--- src/rtl/l2_fwd_stall_tracker.sv ---
// Parks one coherence forward blocked by a transient MSHR entry and signals the
// L2 input decoder when the owning entry is released so the forward can replay.
module l2_fwd_stall_tracker #(
    parameter int unsigned LINE_ADDR_W = 28,
    parameter int unsigned PAYLOAD_W   = 16,
    parameter int unsigned MSHR_IDX_W  = 2,
    parameter int unsigned CNT_W       = 16,
    parameter int unsigned TIMEOUT     = 4096
) (
    input  logic                   clk,
    input  logic                   rst,
    input  logic                   stall_req,
    input  logic [MSHR_IDX_W-1:0]  stall_mshr_idx,
    input  logic [LINE_ADDR_W-1:0] stall_addr,
    input  logic [PAYLOAD_W-1:0]   stall_payload,
    input  logic                   mshr_release,
    input  logic [MSHR_IDX_W-1:0]  mshr_release_idx,
    input  logic                   set_fwd_in_from_stalled,
    output logic                   fwd_stall,
    output logic                   fwd_stall_ended,
    output logic [LINE_ADDR_W-1:0] stalled_addr,
    output logic [PAYLOAD_W-1:0]   stalled_payload,
    output logic [CNT_W-1:0]       stall_cycles,
    output logic                   timeout_err,
    output logic                   protocol_err
);

    localparam logic [1:0] StIdle  = 2'd0;
    localparam logic [1:0] StWait  = 2'd1;
    localparam logic [1:0] StReady = 2'd2;

    localparam logic [CNT_W-1:0] TimeoutCnt = CNT_W'(TIMEOUT);
    localparam logic [CNT_W-1:0] CntMax     = '1;

    logic [1:0]             state_q, state_d;
    logic [LINE_ADDR_W-1:0] addr_q, addr_d;
    logic [PAYLOAD_W-1:0]   payload_q, payload_d;
    logic [MSHR_IDX_W-1:0]  idx_q, idx_d;
    logic [CNT_W-1:0]       cnt_q, cnt_d;
    logic                   tout_q, tout_d;
    logic                   perr_q, perr_d;

    logic accept;
    logic hit_new;
    logic hit_saved;

    // A new forward is accepted in IDLE, or in READY while the old one is being consumed.
    assign accept    = stall_req &&
                       ((state_q == StIdle) || ((state_q == StReady) && set_fwd_in_from_stalled));
    assign hit_new   = mshr_release && (mshr_release_idx == stall_mshr_idx);
    assign hit_saved = mshr_release && (mshr_release_idx == idx_q);

    always_comb begin
        state_d   = state_q;
        addr_d    = addr_q;
        payload_d = payload_q;
        idx_d     = idx_q;
        cnt_d     = cnt_q;
        tout_d    = tout_q;
        perr_d    = perr_q;

        unique case (state_q)
            StIdle: ;
            StWait: begin
                if (stall_req) perr_d = 1'b1;
                if (hit_saved) begin
                    state_d = StReady;
                end else if (cnt_q != CntMax) begin
                    cnt_d = cnt_q + 1'b1;
                end
                if (cnt_d >= TimeoutCnt) tout_d = 1'b1;
            end
            StReady: begin
                if (set_fwd_in_from_stalled) begin
                    state_d = StIdle;
                end else if (stall_req) begin
                    perr_d = 1'b1;
                end
            end
            default: state_d = StIdle;
        endcase

        // Capture overrides the per-state decisions; a same-cycle wake-up goes straight to READY.
        if (accept) begin
            addr_d    = stall_addr;
            payload_d = stall_payload;
            idx_d     = stall_mshr_idx;
            cnt_d     = '0;
            state_d   = hit_new ? StReady : StWait;
        end
    end

    always_ff @(posedge clk or posedge rst) begin
        if (rst) begin
            state_q   <= StIdle;
            addr_q    <= '0;
            payload_q <= '0;
            idx_q     <= '0;
            cnt_q     <= '0;
            tout_q    <= 1'b0;
            perr_q    <= 1'b0;
        end else begin
            state_q   <= state_d;
            addr_q    <= addr_d;
            payload_q <= payload_d;
            idx_q     <= idx_d;
            cnt_q     <= cnt_d;
            tout_q    <= tout_d;
            perr_q    <= perr_d;
        end
    end

    assign fwd_stall       = (state_q != StIdle);
    assign fwd_stall_ended = (state_q == StReady);
    assign stalled_addr    = addr_q;
    assign stalled_payload = payload_q;
    assign stall_cycles    = cnt_q;
    assign timeout_err     = tout_q;
    assign protocol_err    = perr_q;

endmodule

--- config.mk ---
export PLATFORM = sky130hd
export DESIGN_NAME = l2_fwd_stall_tracker
export DESIGN_NICKNAME = d
export VERILOG_FILES = /design/src/rtl/l2_fwd_stall_tracker.sv
export SDC_FILE = /design/constraint.sdc
export NUM_CORES = 1
export LEC_CHECK = 0
export CORE_ASPECT_RATIO = 1.75
export CORE_MARGIN = 1
export CORE_UTILIZATION = 47
export DETAILED_ROUTE_END_ITERATION = 8
export GPL_TIMING_DRIVEN = 0
export PLACE_DENSITY = 0.86
export SETUP_SLACK_MARGIN = 0.02
export SLEW_MARGIN = 20
export SYNTH_ARGS = -nofsm -noshare
export SYNTH_HDL_FRONTEND = slang
export SYNTH_SLANG_ARGS = --single-unit
--- constraint.sdc ---
create_clock -name clk -period 7.75 [get_ports clk]
set_clock_uncertainty 0.2 [all_clocks]
set_input_delay 2.325 -clock clk [delete_from_list [all_inputs] [get_ports clk]]
set_output_delay 2.325 -clock clk [all_outputs]
set_load 0.03 [all_outputs]
==> images/m1.png <==
Bar = 20 um. Supply wires on this layer in grey.
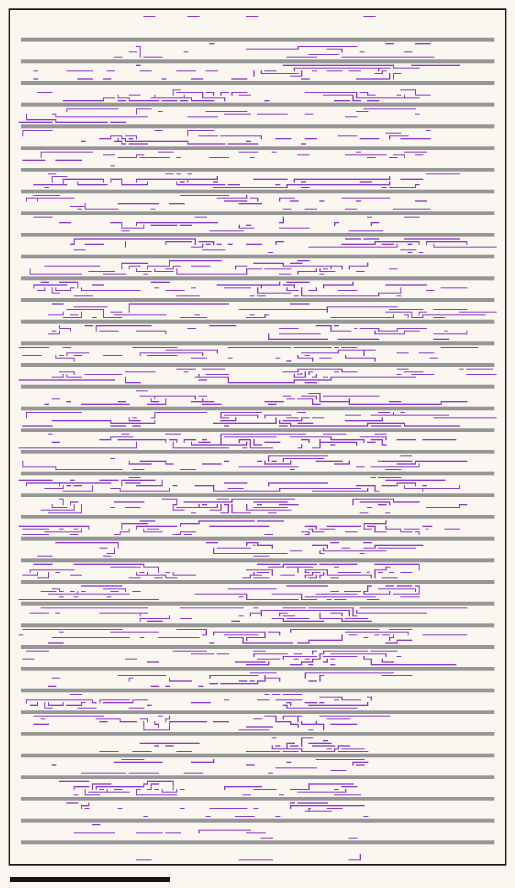
longest straight run: 17.5 um
share of all routed wire: 36%
main direction: horizontal
total vias in the final route: 2771
GRT met1 Usage: 30.23%
WL final: 8138 um

==> images/m2.png <==
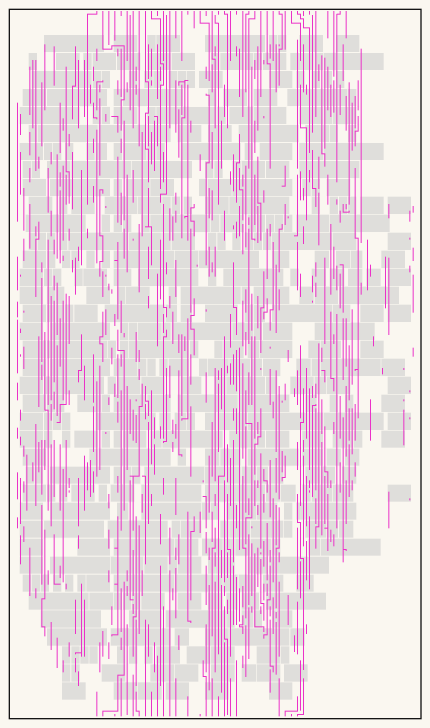
longest straight run: 32.3 um
main direction: vertical
wire length on this layer: 4430 um
nets with wire on the layer: 445

==> images/m3.png <==
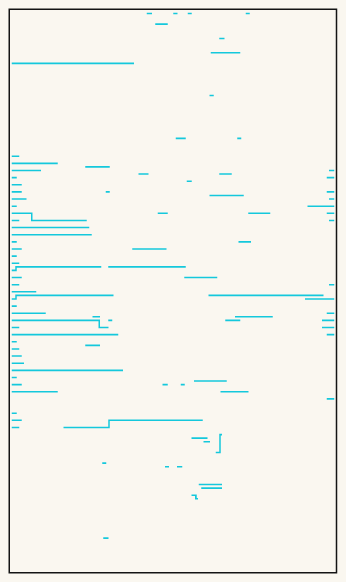
wire length on this layer: 407 um
longest straight run: 23.0 um

==> images/m4.png <==
Bar = 20 um. Supply wires on this layer in grey.
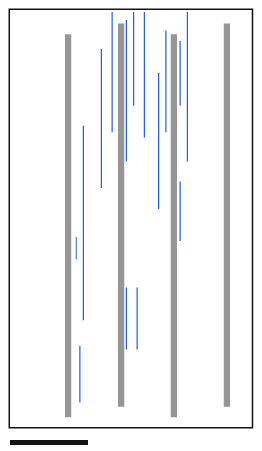
main direction: vertical
share of all routed wire: 4.8%
nets with wire on the layer: 14
wire length on this layer: 388 um
longest straight run: 49.6 um

==> images/congestion_map.png <==
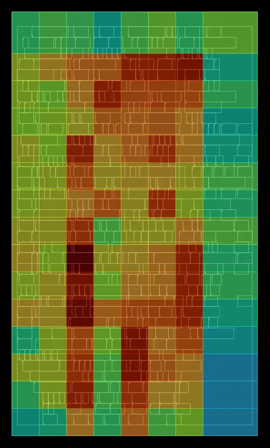
M2 GR Usage: 45.06%
grt met3 use: 7.117%
post-layout util: 74.52%
DR WL/cell: 15.15 um
grt peak-use layer: met2

==> results_slide.txt <==
Run Summary

Power
  – Maximum VDD drop: between 200 and 300 uV
  – PwrDens: approximately 370 nW/um2
  – LEAKAGE: about 0.0021 uW

Placement
  – Dpl hpwl: ~6000 um
  – Area after DPL: between 4000 and 5000 um2
  – Routability cong.: 0.8472

Synth
  – YS chip area: between 2000 and 3000 um2
  – Mapped cell area: 2965 um2
  – EDFF count, synth: 0
  – Post-synth seq share: between 50% and 60%
  – Syn_nets: 380
  – Yosys cell types: between 40 and 50
  – Avg Inst Size Synth: roughly 9 um2
  – Cells after synthesis: ~330

CTS
  – Cts bufs inserted: 9
  – Sink Count: ~66
  – Clk root buf: clkbuf_8

Timing
  – Final count of hold timing violations: 0
  – Peak Freq: about 240 MHz
  – Max Transition Viols Final: 0
  – Worst Max-Slew Pin Slew: roughly 510 ps

Routing
  – Antenna Nets Post-Route: 0
  – Drt first pass iters: 4

Die
  – Chip area: about 6600 um2
  – Fp util: a little under 50%
  – I/O pin cnt: 117

Critical path
  – Reg-to-reg endpoint: stall_cycles[7]
  – Worst Setup EP: fwd_stall
  – Setup crit end kind: output port
  – R2r setup slk: 5600 ps
  – Crit path max fanout: 7

Global routing
  – Global-route wire length before repair: between 10000 and 15000 um
  – GR Util All Layers: between 20% and 30%
  – Initial antenna violation count: 0
  – Vias in the first global route: 2873
  – Largest net degree at the start of global routing: 38

Cells and area
  – # diodes: 0
  – Final Cell Area: 4451 um2
  – Layout cells sized above 1: between 7 and 8%
  – Area Overhead vs Synth: 50.08%
  – Fillers: ~400
  – Final Non-Filler Cells: between 500 and 600
  – Final layout net count: ~510

Min path
  – Hold WC Path Type: register to register

Status
  – Status: finished clean
[cell usage after synthesis (4+ instances only)]
cell,number,area share [%]
a21oi_1,5,0.84
and2_1,4,0.84
and4_1,5,1.5
buf_2,4,0.68
clkbuf_1,9,1.1
dfrtp_1,66,56
mux2i_1,4,1.4
nand2_1,146,18
nand3_1,10,1.7
nand4_1,7,1.5
nor2_1,11,1.4
nor2b_1,6,1.3
xnor2_1,4,1.2
xor2_1,8,2.4
[layer usage]
metal	track usage, %	wire, um
met1	30.23	2911
met5	0	0
met3	7.117	406
met4	16.51	388
met2	45.06	4431
[how the worst min path moves through the flow]
stage,end,slack (ps),cells past startpoint
final,protocol_err,280,1
after global routing,stalled_payload[8],290,2
after CTS,stalled_addr[11],280,2
after detailed placement,protocol_err,260,1
after global placement,protocol_err,250,1
after floorplan,idx_q[1],270,2
[metrics by stage]
step,hold WS [ps],setup slack [ps]
2_1_floorplan,266.5,3570
3_3_place_gp,252.9,2442
3_5_place_dp,260.2,3397
4_1_cts,279.7,3552
5_1_grt,292.2,3506
6_report,276.4,3563
[area by class of cell]
type | instances | area share (%)
Clock inverter | 6 | 1.490
Inverter | 3 | 0.3092
Sequential cell | 66 | 37.11
Tap cell | 78 | 2.193
Clock buffer | 10 | 3.092
Buffer | 14 | 1.462
Multi-Input combinational cell | 243 | 27.80
Timing Repair Buffer | 117 | 26.54
[worst max-delay path: stages (launching register included)]
cell,delay (ps)
dfrtp_1,440
or2_2,290
clkdlybuf4s50_1,590
[power breakdown]
| group | leakage, uW | switching, uW | total [uW] | internal (uW) |
|---|---|---|---|---|
| clock network | 0.0000945 | 135 | 292 | 157 |
| registers | 0.000833 | 81.2 | 550 | 469 |
| logic | 0.00114 | 489 | 800 | 310 |
| total | 0.00207 | 706 | 1640 | 937 |
[flip-flops by register name (all words and copies together), names as in the netlist]
name             flops
protocol_err         1
stalled_addr        28
stall_cycles        16
state_q              2
timeout_err          1
idx_q                2
stalled_payload     16
[kinds of logic after synthesis]
kind of cell               count (synthesis)  synth area share [%]
AOI/OAI and AO/OA                         19                 4.853
xor gates and xnor gates                  12                 3.544
adders and majority gates                  1                0.4219
buffers and inverters                     17                 2.574
DFF                                       66                 55.70
muxes                                      4                 1.350
and+or+nand+nor                          207                 31.56
No activity file was given, so power comes from the tool's default toggle rates.
